run_1/final_clocks.png
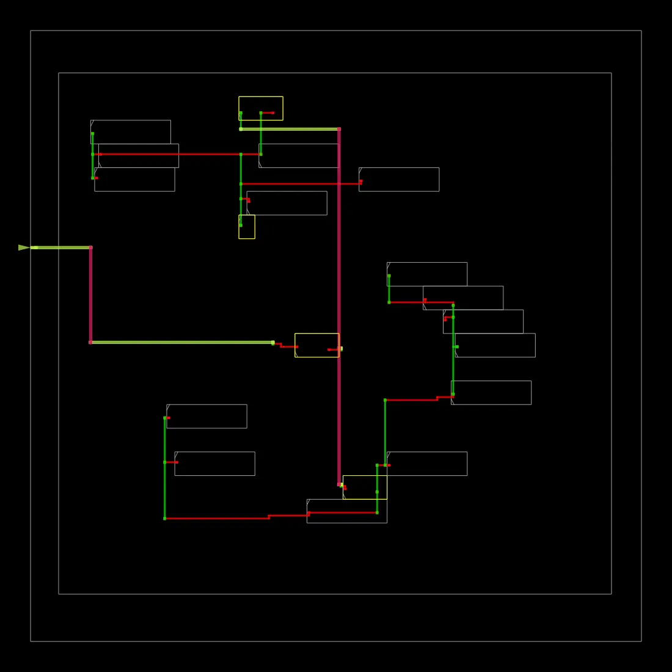
run_1/cell_classes.png
Bar = 20 µm.
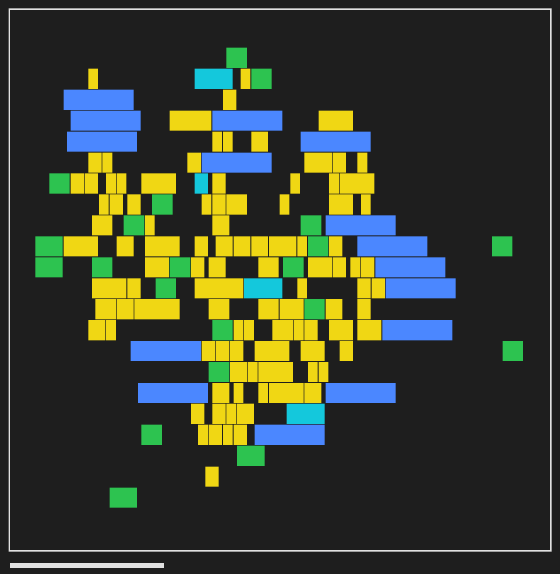
run_1/drive_strength.png
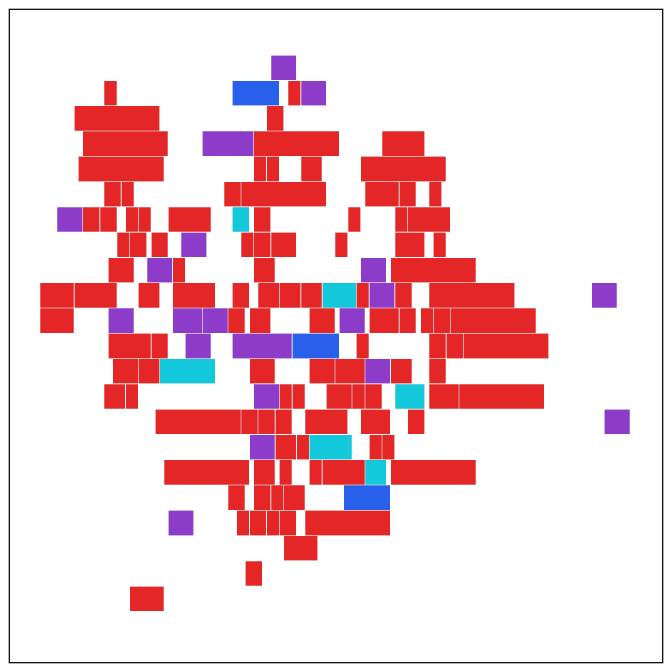
run_1/met1.png
Supply wires on this layer in grey. Cells faint in the background.
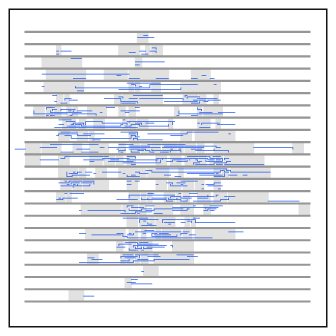
**config.mk**
```make
export PLATFORM = sky130hd
export DESIGN_NAME = buzzer_seq_flat
export DESIGN_NICKNAME = d
export VERILOG_FILES = /design/src/rtl/buzzer_seq_if.sv /design/src/rtl/buzzer_seq.sv /design/src/flat_wrapper.sv
export SDC_FILE = /design/constraint.sdc
export NUM_CORES = 1
export LEC_CHECK = 0
export CAP_MARGIN = 0
export CORE_MARGIN = 3
export CORE_UTILIZATION = 25
export CTS_CLUSTER_DIAMETER = 40
export CTS_CLUSTER_SIZE = 8
export DETAILED_ROUTE_END_ITERATION = 8
export MAX_ROUTING_LAYER = met4
export SLEW_MARGIN = 20
export SYNTH_ARGS = -nofsm -noshare
export SYNTH_HDL_FRONTEND = slang
export SYNTH_SLANG_ARGS = --single-unit
```
**constraint.sdc**
```tcl
create_clock -name Clk -period 2.27 [get_ports Clk]
set_input_delay 0.454 -clock Clk [delete_from_list [all_inputs] [get_ports Clk]]
set_output_delay 0.454 -clock Clk [all_outputs]
set_load 0.1 [all_outputs]
```
**src/rtl/buzzer_seq_if.sv**
```systemverilog
// Event/buzzer bundle between the workout FSM side and buzzer_seq.
//   Bu   : 2-bit event code (00 = none), Tick : timebase strobe
//   Bz   : buzzer enable, Busy : pattern playing
//   Code : code currently playing (00 idle), Pend : pending slot occupied
interface buzzer_seq_if;
   logic [1:0] Bu;
   logic       Tick;
   logic       Bz;
   logic       Busy;
   logic [1:0] Code;
   logic       Pend;

   modport master (output Bu, Tick, input  Bz, Busy, Code, Pend);
   modport slave  (input  Bu, Tick, output Bz, Busy, Code, Pend);
endinterface

```
**src/rtl/buzzer_seq.sv**
```systemverilog
// Turns 1-cycle buzzer event codes into beep patterns:
//   01 -> 1 beep, 10 -> 2 beeps, 11 -> 3 beeps with the last one long.
// One pending slot holds a later event; code 11 preempts anything else.
// Ports:
//   Clk : clock, rising edge
//   Re  : asynchronous active-low reset
//   bus : buzzer_seq_if.slave (Bu, Tick in; Bz, Busy, Code, Pend out)
module buzzer_seq #(
   parameter int unsigned ON_T   = 2,
   parameter int unsigned OFF_T  = 2,
   parameter int unsigned LONG_T = 6
) (
   input  logic         Clk,
   input  logic         Re,
   buzzer_seq_if.slave  bus
);

   localparam int unsigned TW = 4;

   // Timer reload values must fit the 4-bit counter and be nonzero
   if (ON_T < 1 || ON_T > 15 || OFF_T < 1 || OFF_T > 15 || LONG_T < 1 || LONG_T > 15) begin : g_param_chk
      $error("buzzer_seq: ON_T, OFF_T and LONG_T must be in 1..15");
   end

   typedef enum logic [1:0] {S_IDLE, S_ON, S_OFF} state_t;

   state_t        state_q, state_d;
   logic [TW-1:0] tcnt_q,  tcnt_d;
   logic [1:0]    beeps_q, beeps_d;
   logic [1:0]    cur_q,   cur_d;
   logic [1:0]    pnd_q,   pnd_d;
   logic          bz_q, busy_q, pend_q;
   logic [1:0]    code_q;

   logic          do_start;
   logic [1:0]    start_code;
   logic          expire;
   logic [1:0]    winner;

   // State register; output flops are decoded from the next state so they
   // line up with the state they describe
   always_ff @(posedge Clk or negedge Re) begin
      if (!Re) begin
         state_q <= S_IDLE;
         tcnt_q  <= '0;
         beeps_q <= '0;
         cur_q   <= '0;
         pnd_q   <= '0;
         bz_q    <= 1'b0;
         busy_q  <= 1'b0;
         code_q  <= '0;
         pend_q  <= 1'b0;
      end else begin
         state_q <= state_d;
         tcnt_q  <= tcnt_d;
         beeps_q <= beeps_d;
         cur_q   <= cur_d;
         pnd_q   <= pnd_d;
         bz_q    <= (state_d == S_ON);
         busy_q  <= (state_d != S_IDLE);
         code_q  <= cur_d;
         pend_q  <= (pnd_d != 2'b00);
      end
   end

   // Next-state logic
   always_comb begin
      state_d    = state_q;
      tcnt_d     = tcnt_q;
      beeps_d    = beeps_q;
      cur_d      = cur_q;
      pnd_d      = pnd_q;
      do_start   = 1'b0;
      start_code = 2'b00;
      winner     = 2'b00;
      // tcnt never reaches 0 while active, so "<= 1" is the expiry point
      expire     = bus.Tick && (tcnt_q <= TW'(1));

      case (state_q)
         S_IDLE: begin
            if (bus.Bu != 2'b00) begin
               do_start   = 1'b1;
               start_code = bus.Bu;
            end
         end
         default: begin
            if (bus.Bu == 2'b11 && cur_q != 2'b11) begin
               // Session done overrides whatever is playing or queued
               do_start   = 1'b1;
               start_code = 2'b11;
               pnd_d      = 2'b00;
            end else if (state_q == S_OFF && expire && beeps_q == 2'b00) begin
               // Pattern finished: the higher of incoming and pending plays next
               winner = (bus.Bu >= pnd_q) ? bus.Bu : pnd_q;
               pnd_d  = 2'b00;
               if (winner != 2'b00) begin
                  do_start   = 1'b1;
                  start_code = winner;
               end else begin
                  state_d = S_IDLE;
                  cur_d   = 2'b00;
                  tcnt_d  = '0;
               end
            end else begin
               if (bus.Bu != 2'b00 && bus.Bu >= pnd_q) begin
                  pnd_d = bus.Bu;
               end
               if (bus.Tick) begin
                  if (!expire) begin
                     tcnt_d = tcnt_q - TW'(1);
                  end else if (state_q == S_ON) begin
                     state_d = S_OFF;
                     tcnt_d  = TW'(OFF_T);
                     beeps_d = beeps_q - 2'(1);
                  end else begin
                     state_d = S_ON;
                     tcnt_d  = (cur_q == 2'b11 && beeps_q == 2'b01) ? TW'(LONG_T) : TW'(ON_T);
                  end
               end
            end
         end
      endcase

      // Beep count equals the code value; the first beep is never the long one
      if (do_start) begin
         state_d = S_ON;
         cur_d   = start_code;
         beeps_d = start_code;
         tcnt_d  = TW'(ON_T);
      end
   end

   assign bus.Bz   = bz_q;
   assign bus.Busy = busy_q;
   assign bus.Code = code_q;
   assign bus.Pend = pend_q;

endmodule

```
**src/flat_wrapper.sv**
```systemverilog
// flat-port wrapper written by rule: the top's interface ports become plain ports
module buzzer_seq_flat 
#(
   parameter int unsigned ON_T   = 2,
   parameter int unsigned OFF_T  = 2,
   parameter int unsigned LONG_T = 6
)
  (Clk, Re, bus_Bu, bus_Tick, bus_Bz, bus_Busy, bus_Code, bus_Pend);
  buzzer_seq_if bus_i ();
  input  logic Clk;
  input  logic Re;
  input wire logic [$bits(bus_i.Bu)-1:0] bus_Bu;
  input wire logic [$bits(bus_i.Tick)-1:0] bus_Tick;
  output wire logic [$bits(bus_i.Bz)-1:0] bus_Bz;
  output wire logic [$bits(bus_i.Busy)-1:0] bus_Busy;
  output wire logic [$bits(bus_i.Code)-1:0] bus_Code;
  output wire logic [$bits(bus_i.Pend)-1:0] bus_Pend;
  assign bus_i.Bu = bus_Bu;
  assign bus_i.Tick = bus_Tick;
  assign bus_Bz = bus_i.Bz;
  assign bus_Busy = bus_i.Busy;
  assign bus_Code = bus_i.Code;
  assign bus_Pend = bus_i.Pend;
  buzzer_seq #(.ON_T(ON_T), .OFF_T(OFF_T), .LONG_T(LONG_T)) u_core (.Clk(Clk), .Re(Re), .bus(bus_i));
endmodule
```
==> impl_metrics.json, run 1 <==
{
  "outcome": "complete, no violations",
  "synth_area_um2": 1030,
  "dominant_cells": "multi-input combinational cells",
  "critPathKind": "input pin to flip-flop",
  "topCellsByArea": "dfrtp_1 36%, ha_1 9.7%, o21ai_0 5.4%",
  "fmax_mhz": 477,
  "flops": 15,
  "cp.arrival_ns": 2.25,
  "die-area_um2": 4920,
  "finalHoldViolCount": 0,
  "comb_cells": 92,
  "ys_warn_count": 0,
  "start_kind": "input pin",
  "most_common_cell": "dfrtp_1",
  "wl_met2_um": 1120,
  "worst_setup_path_end_kind": "flip-flop",
  "dp_cells": 185,
  "p_leak_nw": 0.571,
  "grt_setup_unrepaired": "false",
  "wl_per_cell_um": 12.5,
  "ys_cells": 118,
  "dp_hpwl_um": 1910,
  "met3_usage": 0.0302,
  "seqCellArea_um2": 375,
  "grt_pass1_wl_um": 4170,
  "finalSetupTns_ns": 0,
  "drt-initial-drc-count": 23,
  "synth-seq-area-share": 0.365,
  "finalNonFillerCells": 189,
  "synthesis.nets": 131,
  "tap_cells": 48,
  "setup_viol": 0,
  "ant_nets": 0,
  "p_switching_uw": 941,
  "ff_type": "dfrtp_1",
  "crit_fanout": 3,
  "synth.logic.top_family": "simple AND/OR/NAND/NOR gates",
  "grt_max_degree": 16,
  "wl_met1_um": 1100,
  "place_area_um2": 1230,
  "ir_drop_mv": 0.546,
  "grt_overflow": 0,
  "min_period_ns": 2.10,
  "clkCellAreaFrac": 0.0359,
  "worstMarginPinSlew_ns": 0.423,
  "design_power_total_mw": 1.87,
  "ys_sh_adder": 0.0973,
  "initial_utilization": 0.271,
  "rrSetupSlack_ns": 0.41,
  "clkPwrFrac": 0.119,
  "cts.path.max_buffers": 2,
  "p_seq_frac": 0.268,
  "grt_busiest_layer": "met2",
  "warnings": 30,
  "synth_flops": 15,
  "r2r-start": "u_core.tcnt_q[0]$_DFFE_PN0P_",
  "die_w_um": 70.1,
  "min_to": "u_core.cur_q[1]$_DFFE_PN0P_",
  "ctsRootBufferMaster": "clkbuf_8",
  "cts_hold_buffers": 0,
  "ys_sh_mux": 0.00973,
  "antenna_cells": 0,
  "intPower_uw": 930,
  "die_h_um": 70.1,
  "yosys_area_um2": 1030,
  "timing.rr.end": "u_core.state_q[1]$_DFF_PN0_",
  "place_ws_ns": -0.142,
  "antenna_found_initial": 0,
  "clkSlewWorstSetupHoldPaths_ns": 0.06,
  "worstHoldPathType": "flip-flop to flip-flop",
  "postCtsResizedCells": 0,
  "reg2regPathDepth": 8,
  "ios": 10,
  "wl_met3_um": 72,
  "whs_path_depth": 2,
  "cts-htree-levels": 1,
  "clkbuf_count": 3,
  "sw_frac_of_total": 0.503,
  "final-nonclk-buf-share": 0.130,
  "simple_gate_share": 0.247,
  "top_cells_by_count": "15 x dfrtp_1, 12 x nand2_1, 11 x o21ai_0",
  "synthAoiAreaFrac": 0.218,
  "relSlewSlack": 0.715,
  "port_buffers": 9,
  "grt_pass1_vias": 913,
  "holdCritStartpoint": "u_core.cur_q[1]$_DFFE_PN0P_",
  "post_cts_buffers": 0,
  "drtPass1Iterations": 4,
  "grt_util_met2": 0.168,
  "nets": 155,
  "slew_violations": 0,
  "synth_area_leader_cell": "dfrtp_1",
  "p_comb_frac": 0.613,
  "globalRouteTotalUtil": 0.112,
  "cp-startpoint": "bus_Bu[0]",
  "highest_layer": "met4",
  "synth.top_cell.area_share": 0.365,
  "power.density_nw_per_um2": 1450,
  "vias_per_cell": 4.89,
  "num-nonclk-inverters": 9,
  "final.fill_count": 394,
  "mi_logic_area_um2": 607,
  "cts_tree": "built",
  "edf_count": 0,
  "max_cap_violations": 0,
  "cts-buffers-inserted": 3,
  "place_congestion": 0.854,
  "final_layout_size_suffix_gt1_frac": 0.206,
  "post-route-period-util": 0.923,
  "async_reset_ff_frac": 1.00,
  "synth_cells": 118,
  "drc_errors": 0,
  "final_cell_mix": "17 x buf_4, 15 x dfrtp_1, 12 x nand2_1, 10 x o21ai_0",
  "fin_hold_ws_ns": 0.511,
  "post_synth.cell_area_avg_um2": 8.72,
  "comb_area_frac": 0.470,
  "layout_top_cell": "buf_4",
  "endpoint": "u_core.state_q[1]$_DFF_PN0_",
  "synth_cell_types": 36,
  "xor_share": 0.00852,
  "cp.required_ns": 2.43
}
## Picture notes: final_clocks.png
Fin Clk Skew: 0.00643 ns
Late-Pin Clk Latency: 0.26 ns
clock sinks: 15
Clock Power: 222 µW

## Picture notes: cell_classes.png
[flip-flops] blue | cells: 15
[other buffers and delay cells] green | cells: 21
[all other logic] yellow | cells: 101
[clock drivers and dummy loads] cyan | cells: 4
fin util: 0.340
core area: 3800 µm²
sequential share of cell area: 0.291
design area: 1290 µm²
row count: 22

## Picture notes: drive_strength.png
[drive 6 and up] blue | cells: 3 | share: 2.1% | most used: clkbuf_8
[drive 2] cyan | cells: 6 | share: 4.3%
[drive 3 to 4] purple | cells: 20 | share: 14% | most used: buf_4
[drive 1 or less] red | cells: 112 | share: 79% | most used: dfrtp_1
nonclk buf count: 21
worst setup margin: 0.175 ns
Layout area overhead: 25.4%

## Picture notes: met1.png
main direction: horizontal
nets with wire on the layer: 142
wire length on this layer: 1100 µm
share of all routed wire: 47%
longest straight run: 19.3 µm
DR vias: 924
met1 Usage GRT: 0.131
Post-Route WL: 2370 µm

## run 1: power groups by stage
stage	Clock (mW)	Combinational (mW)	Sequential, mW
floorplan	0	0.624	0.738
global placement	0	1.11	0.495
detailed placement	0	1.13	0.503
CTS	0.231	1.13	0.500
global route	0.248	1.27	0.521
finish	0.222	1.15	0.501
## run 1: worst max-delay path, stage by stage
cell and delay (ns):
clkdlybuf4s50_1 0.48, inv_1 0.05, ha_1 0.32, o311ai_2 0.25, and2_4 0.21, a31oi_1 0.11, buf_4 0.16, a311oi_1 0.21
## run 1: flip-flops by register name, indices dropped and copies added (netlist names)
signal and count:
u_core.beeps_q 2, u_core.bus.Busy 1, u_core.bus.Bz 1, u_core.bus.Pend 1, u_core.cur_q 2, u_core.pnd_q 2, u_core.state_q 2, u_core.tcnt_q 4
==> run 1 -> run 2 <==
--- a/config.mk
+++ b/config.mk
@@ -16,3 +16,4 @@
 export SYNTH_ARGS = -nofsm -noshare
 export SYNTH_HDL_FRONTEND = slang
 export SYNTH_SLANG_ARGS = --single-unit
+export TNS_END_PERCENT = 1
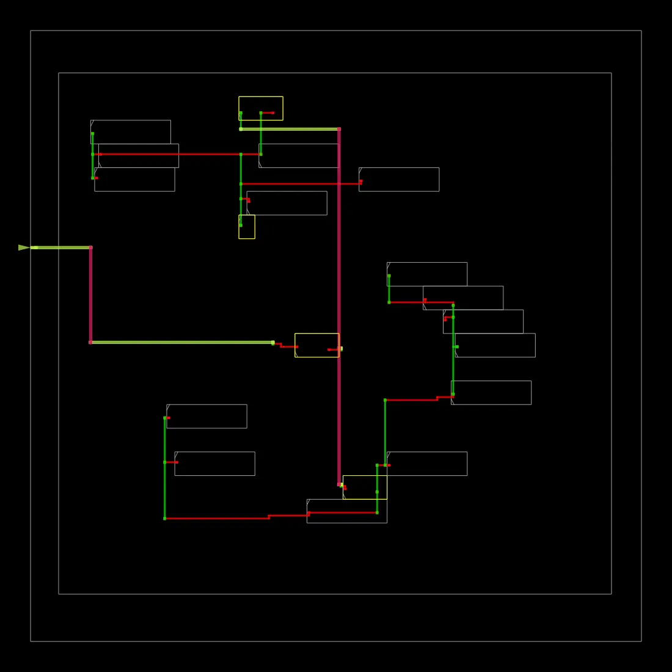
run_2/final_clocks.png
seq_cells: 15
clock buf count: 3

==> run 2 against run 1 <==
Against the previous run:
- clock skew unchanged
- non-clock buffer count unchanged
- largest power group unchanged
- critical path type unchanged
- first-iteration DRC count unchanged
- cell count unchanged
- clock power about the same
- design area unchanged
- sequential power about the same
- sequential share of layout area unchanged
- die area unchanged
==> impl_metrics.json, run 2 <==
{
  "synthesis.nets": 131,
  "die_h_um": 70.1,
  "die_w_um": 70.1,
  "finalHoldViolCount": 0,
  "via_count": 924,
  "routed_wl_um": 2370,
  "cts_tree": "built",
  "top_cells_by_count": "15 x dfrtp_1, 12 x nand2_1, 11 x o21ai_0",
  "worst_setup_path_end_kind": "flip-flop",
  "clk_latency_ns": 0.26,
  "drtPass1Iterations": 4,
  "critPathKind": "input pin to flip-flop",
  "cp.required_ns": 2.43,
  "final.fill_count": 394,
  "post_cts_buffers": 0,
  "p_switching_uw": 941,
  "final_cell_mix": "17 x buf_4, 15 x dfrtp_1, 12 x nand2_1, 10 x o21ai_0",
  "critPathSlowestCell": "clkdlybuf4s50_1",
  "initial_utilization": 0.271,
  "crit_fanout": 3,
  "fmax_mhz": 477,
  "place_congestion": 0.854,
  "power.density_nw_per_um2": 1450,
  "comb_power_mw": 1.15,
  "finalInstanceArea_um2": 1290,
  "worstMarginPinSlew_ns": 0.423,
  "rrSetupSlack_ns": 0.41,
  "cp-startpoint": "bus_Bu[0]",
  "wl_met3_um": 72,
  "ctsRootBufferMaster": "clkbuf_8",
  "crit_path_max_incr_delay_ns": 0.48,
  "cts-htree-levels": 1,
  "power_top_consumer": "combinational logic",
  "cp.buffers_inverters": 3,
  "grtUsageMet1": 0.131,
  "synth.logic.top_family": "simple AND/OR/NAND/NOR gates",
  "relSlewSlack": 0.715,
  "xor_share": 0.00852,
  "wl_met1_um": 1100,
  "antenna_cells": 0,
  "max_cap_violations": 0,
  "min_period_ns": 2.10,
  "warnings": 30,
  "outcome": "complete, no violations",
  "ys_sh_mux": 0.00973,
  "postLayoutCoreUtil": 0.340,
  "setup_viol": 0,
  "grt_util_met2": 0.168,
  "wl_met2_um": 1120,
  "top_register": "u_core.tcnt_q",
  "ir_drop_mv": 0.546,
  "synth-seq-area-share": 0.365,
  "ys_sh_adder": 0.0973,
  "ys_warn_count": 0,
  "nets": 155,
  "grt_busiest_layer": "met2",
  "ant_nets": 0,
  "grt_overflow": 0,
  "holdCritStartpoint": "u_core.cur_q[1]$_DFFE_PN0P_",
  "drc_errors": 0,
  "synth_cell_types": 36,
  "antenna_found_initial": 0,
  "design_power_total_mw": 1.87,
  "most_common_cell": "dfrtp_1",
  "grt_pass1_wl_um": 4170,
  "synth.top_cell.area_share": 0.365,
  "cts-buffers-inserted": 3,
  "r2r-start": "u_core.tcnt_q[0]$_DFFE_PN0P_",
  "start_kind": "input pin",
  "largest_reg_flops": 4,
  "grt_setup_unrepaired": "false",
  "met3_usage": 0.0302,
  "seq_power_uw": 501,
  "final_layout_size_suffix_gt1_frac": 0.206,
  "globalRouteTotalUtil": 0.112,
  "clkSlewWorstSetupHoldPaths_ns": 0.06,
  "dp_cells": 185,
  "p_comb_frac": 0.613,
  "p_seq_frac": 0.268,
  "endpoint": "u_core.state_q[1]$_DFF_PN0_",
  "cts.path.max_buffers": 2,
  "area.growth.synth_to_final_pct": 25.4,
  "async_reset_ff_frac": 1.00,
  "ys_cells": 118,
  "finalSetupTns_ns": 0,
  "finalNonFillerCells": 189,
  "die-area_um2": 4920,
  "reg2regPathDepth": 8,
  "grt_pass1_vias": 913,
  "sw_frac_of_total": 0.503,
  "drt-initial-drc-count": 23,
  "grt_max_degree": 16,
  "synth_area_um2": 1030,
  "synth_cells": 118,
  "intPower_uw": 930,
  "skew_ns": 0.00643,
  "simple_gate_share": 0.247,
  "pg_clk_uw": 222,
  "core-area_um2": 3800
}
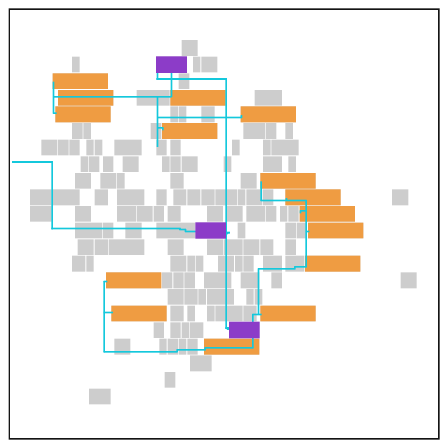
run_2/clock_map.png
[clock wires] cyan | length: 237 µm
[flip-flops] orange | count: 15
[cells driving clock nets] purple | count: 3
routed clock nets: 4
power share of the clock group: 0.119

==> run 2: cell counts after synthesis <==
No cell type changed its count.
==> run 2: worst min-delay path, stage by stage (launching register included) <==
cell and delay (ns):
dfrtp_1 0.36, nand2_1 0.05, o21ai_1 0.06
==> run 2: what timing repair did <==
| item | 4_1_cts | 5_1_grt |
|---|---|---|
| endpoints found under the setup margin | 0 | 2 |
| gates resized | 0 | 3 |
| endpoints found under the hold margin | 0 | 0 |
==> run 2: cell type report <==
type                    count  area [µm²]  area share
flip-flops and latches     15         375       0.291
clock inverters             1        5.00     0.00388
well taps                  48        60.1      0.0466
repair buffers             21         168       0.130
multi-input cells          92         607       0.470
inverters                   9        33.8      0.0262
clock buffers               3        41.3      0.0320
run_2/met1.png
Supply wires on this layer in grey. Cells faint in the background.
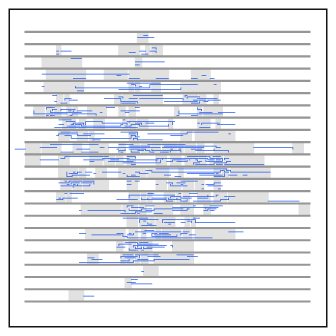

==> run 2 -> run 3 <==
--- a/config.mk
+++ b/config.mk
@@ -11,7 +11,9 @@
 export CTS_CLUSTER_DIAMETER = 40
 export CTS_CLUSTER_SIZE = 8
 export DETAILED_ROUTE_END_ITERATION = 8
+export GPL_ROUTABILITY_DRIVEN = 0
 export MAX_ROUTING_LAYER = met4
+export PLACE_DENSITY = 0.4
 export SLEW_MARGIN = 20
 export SYNTH_ARGS = -nofsm -noshare
 export SYNTH_HDL_FRONTEND = slang
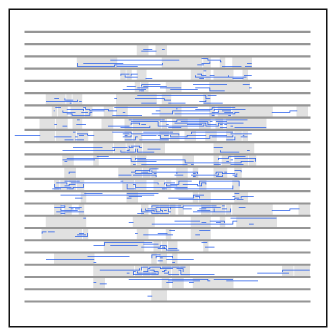
run_3/met1.png
Supply wires on this layer in grey. Cells faint in the background.
met1 Usage GRT: 0.141
DR vias: 906
Post-Route WL: 2420 µm

==> run 3 against run 2 <==
Against the previous run:
- synthesized cell count unchanged
- area after synthesis did not move
- die area stayed put
- largest power group unchanged
- highest routed layer unchanged
- worst setup slack worse by 0.028 ns
==> impl_metrics.json, run 3 <==
{
  "outcome": "complete, no violations",
  "highest_layer": "met4",
  "cp.buffers_inverters": 3,
  "wl_met3_um": 59,
  "min_period_ns": 2.12,
  "drtPass1Iterations": 4,
  "holdCritStartpoint": "u_core.cur_q[0]$_DFFE_PN0P_",
  "p_leak_nw": 0.574,
  "min_to": "u_core.cur_q[0]$_DFFE_PN0P_",
  "postCtsResizedCells": 0,
  "synth.top_cell.area_share": 0.365,
  "globalRouteTotalUtil": 0.110,
  "cts_tree": "built",
  "ctsRootBufferMaster": "clkbuf_8",
  "post-route-period-util": 0.936,
  "grt_util_met2": 0.172,
  "cp-startpoint": "bus_Bu[0]",
  "place_area_um2": 1250,
  "port_buffers": 9,
  "rrSetupSlack_ns": 0.40,
  "worstMarginPinSlew_ns": 0.412,
  "grt_max_degree": 16,
  "grt_setup_unrepaired": "false",
  "synthesis.nets": 131,
  "top_cells_by_count": "15 x dfrtp_1, 12 x nand2_1, 11 x o21ai_0",
  "ys_warn_count": 0,
  "grt_overflow": 0,
  "async_reset_ff_frac": 1.00,
  "clk_latency_ns": 0.25,
  "layout_top_cell": "buf_4",
  "whs_path_depth": 2,
  "power.density_nw_per_um2": 1450,
  "postLayoutCoreUtil": 0.341,
  "antenna_cells": 0,
  "topCellsByArea": "dfrtp_1 36%, ha_1 9.7%, o21ai_0 5.4%",
  "drt-initial-drc-count": 38,
  "cts.sinks": 15,
  "crit_fanout": 3,
  "cp.required_ns": 2.43,
  "std_cell_rows": 22,
  "crit_chain": "clkdlybuf4s50_1, inv_1, ha_1, o311ai_1, and2_1, a31oi_1, buf_4, a311oi_1",
  "design_power_total_mw": 1.87,
  "wl_met1_um": 1200,
  "edf_count": 0,
  "post_cts_buffers": 0,
  "cts_hold_buffers": 0,
  "area.growth.synth_to_final_pct": 25.8,
  "worst_setup_path_end_kind": "flip-flop",
  "final.fill_count": 415,
  "finalNonFillerCells": 191,
  "final_layout_size_suffix_gt1_frac": 0.196,
  "clkSlewWorstSetupHoldPaths_ns": 0.06,
  "post_synth.cell_area_avg_um2": 8.72,
  "finalSetupTns_ns": 0,
  "nets": 157,
  "wl_met2_um": 1130,
  "met3_usage": 0.0216,
  "die-area_um2": 4920,
  "timing.rr.end": "u_core.beeps_q[0]$_DFFE_PN0P_",
  "fin_hold_ws_ns": 0.508,
  "r2r-start": "u_core.beeps_q[0]$_DFFE_PN0P_",
  "drc_errors": 0,
  "start_kind": "input pin",
  "ant_nets": 0,
  "ys_cells": 118,
  "ir_drop_mv": 0.378,
  "warnings": 30,
  "grt_pass1_wl_um": 4260,
  "cp.arrival_ns": 2.28,
  "synth_cell_types": 36,
  "setup_slack_ns": 0.146,
  "crit_family": "buffers and inverters",
  "ios": 10,
  "finalHoldViolCount": 0,
  "synth_area_leader_cell": "dfrtp_1",
  "skew_ns": 0.00409,
  "relSlewSlack": 0.722,
  "yosys_area_um2": 1030,
  "reg2regPathDepth": 8,
  "antenna_found_initial": 0,
  "top_register": "u_core.tcnt_q",
  "most_common_cell": "dfrtp_1",
  "critPathKind": "input pin to flip-flop",
  "die_h_um": 70.1,
  "largest_reg_flops": 4,
  "synth_area_um2": 1030,
  "place_ws_ns": -0.141,
  "crit_path_max_incr_delay_ns": 0.47,
  "slew_violations": 0,
  "grt_busiest_layer": "met2",
  "path_depth": 8,
  "initial_utilization": 0.271,
  "dp_cells": 187,
  "die_w_um": 70.1,
  "synth-seq-area-share": 0.365,
  "fmax_mhz": 471,
  "endpoint": "u_core.state_q[1]$_DFF_PN0_",
  "worstHoldPathType": "flip-flop to flip-flop",
  "critPathSlowestCell": "clkdlybuf4s50_1",
  "grt_pass1_vias": 917,
  "core-area_um2": 3800,
  "vias_per_cell": 4.74,
  "finalInstanceArea_um2": 1290,
  "synth_flops": 15,
  "ff_type": "dfrtp_1",
  "cts-buffers-inserted": 3,
  "cts-htree-levels": 1,
  "wl_per_cell_um": 12.7,
  "setup_viol": 0,
  "synth_cells": 118,
  "final_cell_mix": "19 x buf_4, 15 x dfrtp_1, 12 x nand2_1, 10 x o21ai_0",
  "max_cap_violations": 0,
  "cts.path.max_buffers": 2,
  "dp_hpwl_um": 1920
}
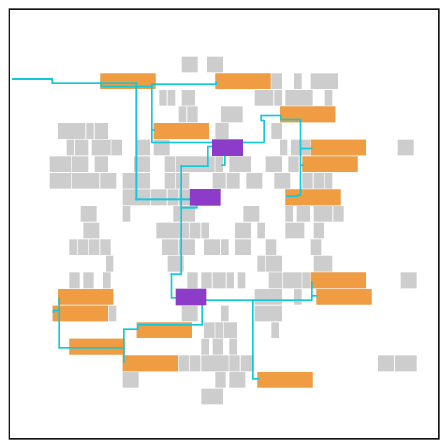
run_3/clock_map.png
[cells driving clock nets] purple | count: 3
[flip-flops] orange | count: 15
[clock wires] cyan | length: 249 µm
routed clock nets: 4

==> run 3: cell counts after synthesis <==
Identical to the previous run, type by type.
==> run 3: power by group <==
group / total (mW) / internal [mW] / switching [mW]
Clock: 0.222 / 0.125 / 0.0977
Combinational: 1.15 / 0.415 / 0.736
Sequential: 0.498 / 0.390 / 0.108
==> run 3: layout make-up <==
cell class	count	area (µm²)	area share
clock buffers	4	45.0	0.0348
repair buffers	23	183	0.141
inverters	9	33.8	0.0261
multi-input cells	92	597	0.461
flip-flops and latches	15	375	0.290
well taps	48	60.1	0.0464
==> run 3: kinds of logic after synthesis <==
family	Yosys count	synth area share
compound gates	34	0.218
xor+xnor	1	0.00852
fa+ha+maj	8	0.0973
buf+inv	11	0.0547
flops	15	0.365
mux	1	0.00973
simple gates	48	0.247
No activity file was given, so power comes from the tool's default toggle rates.
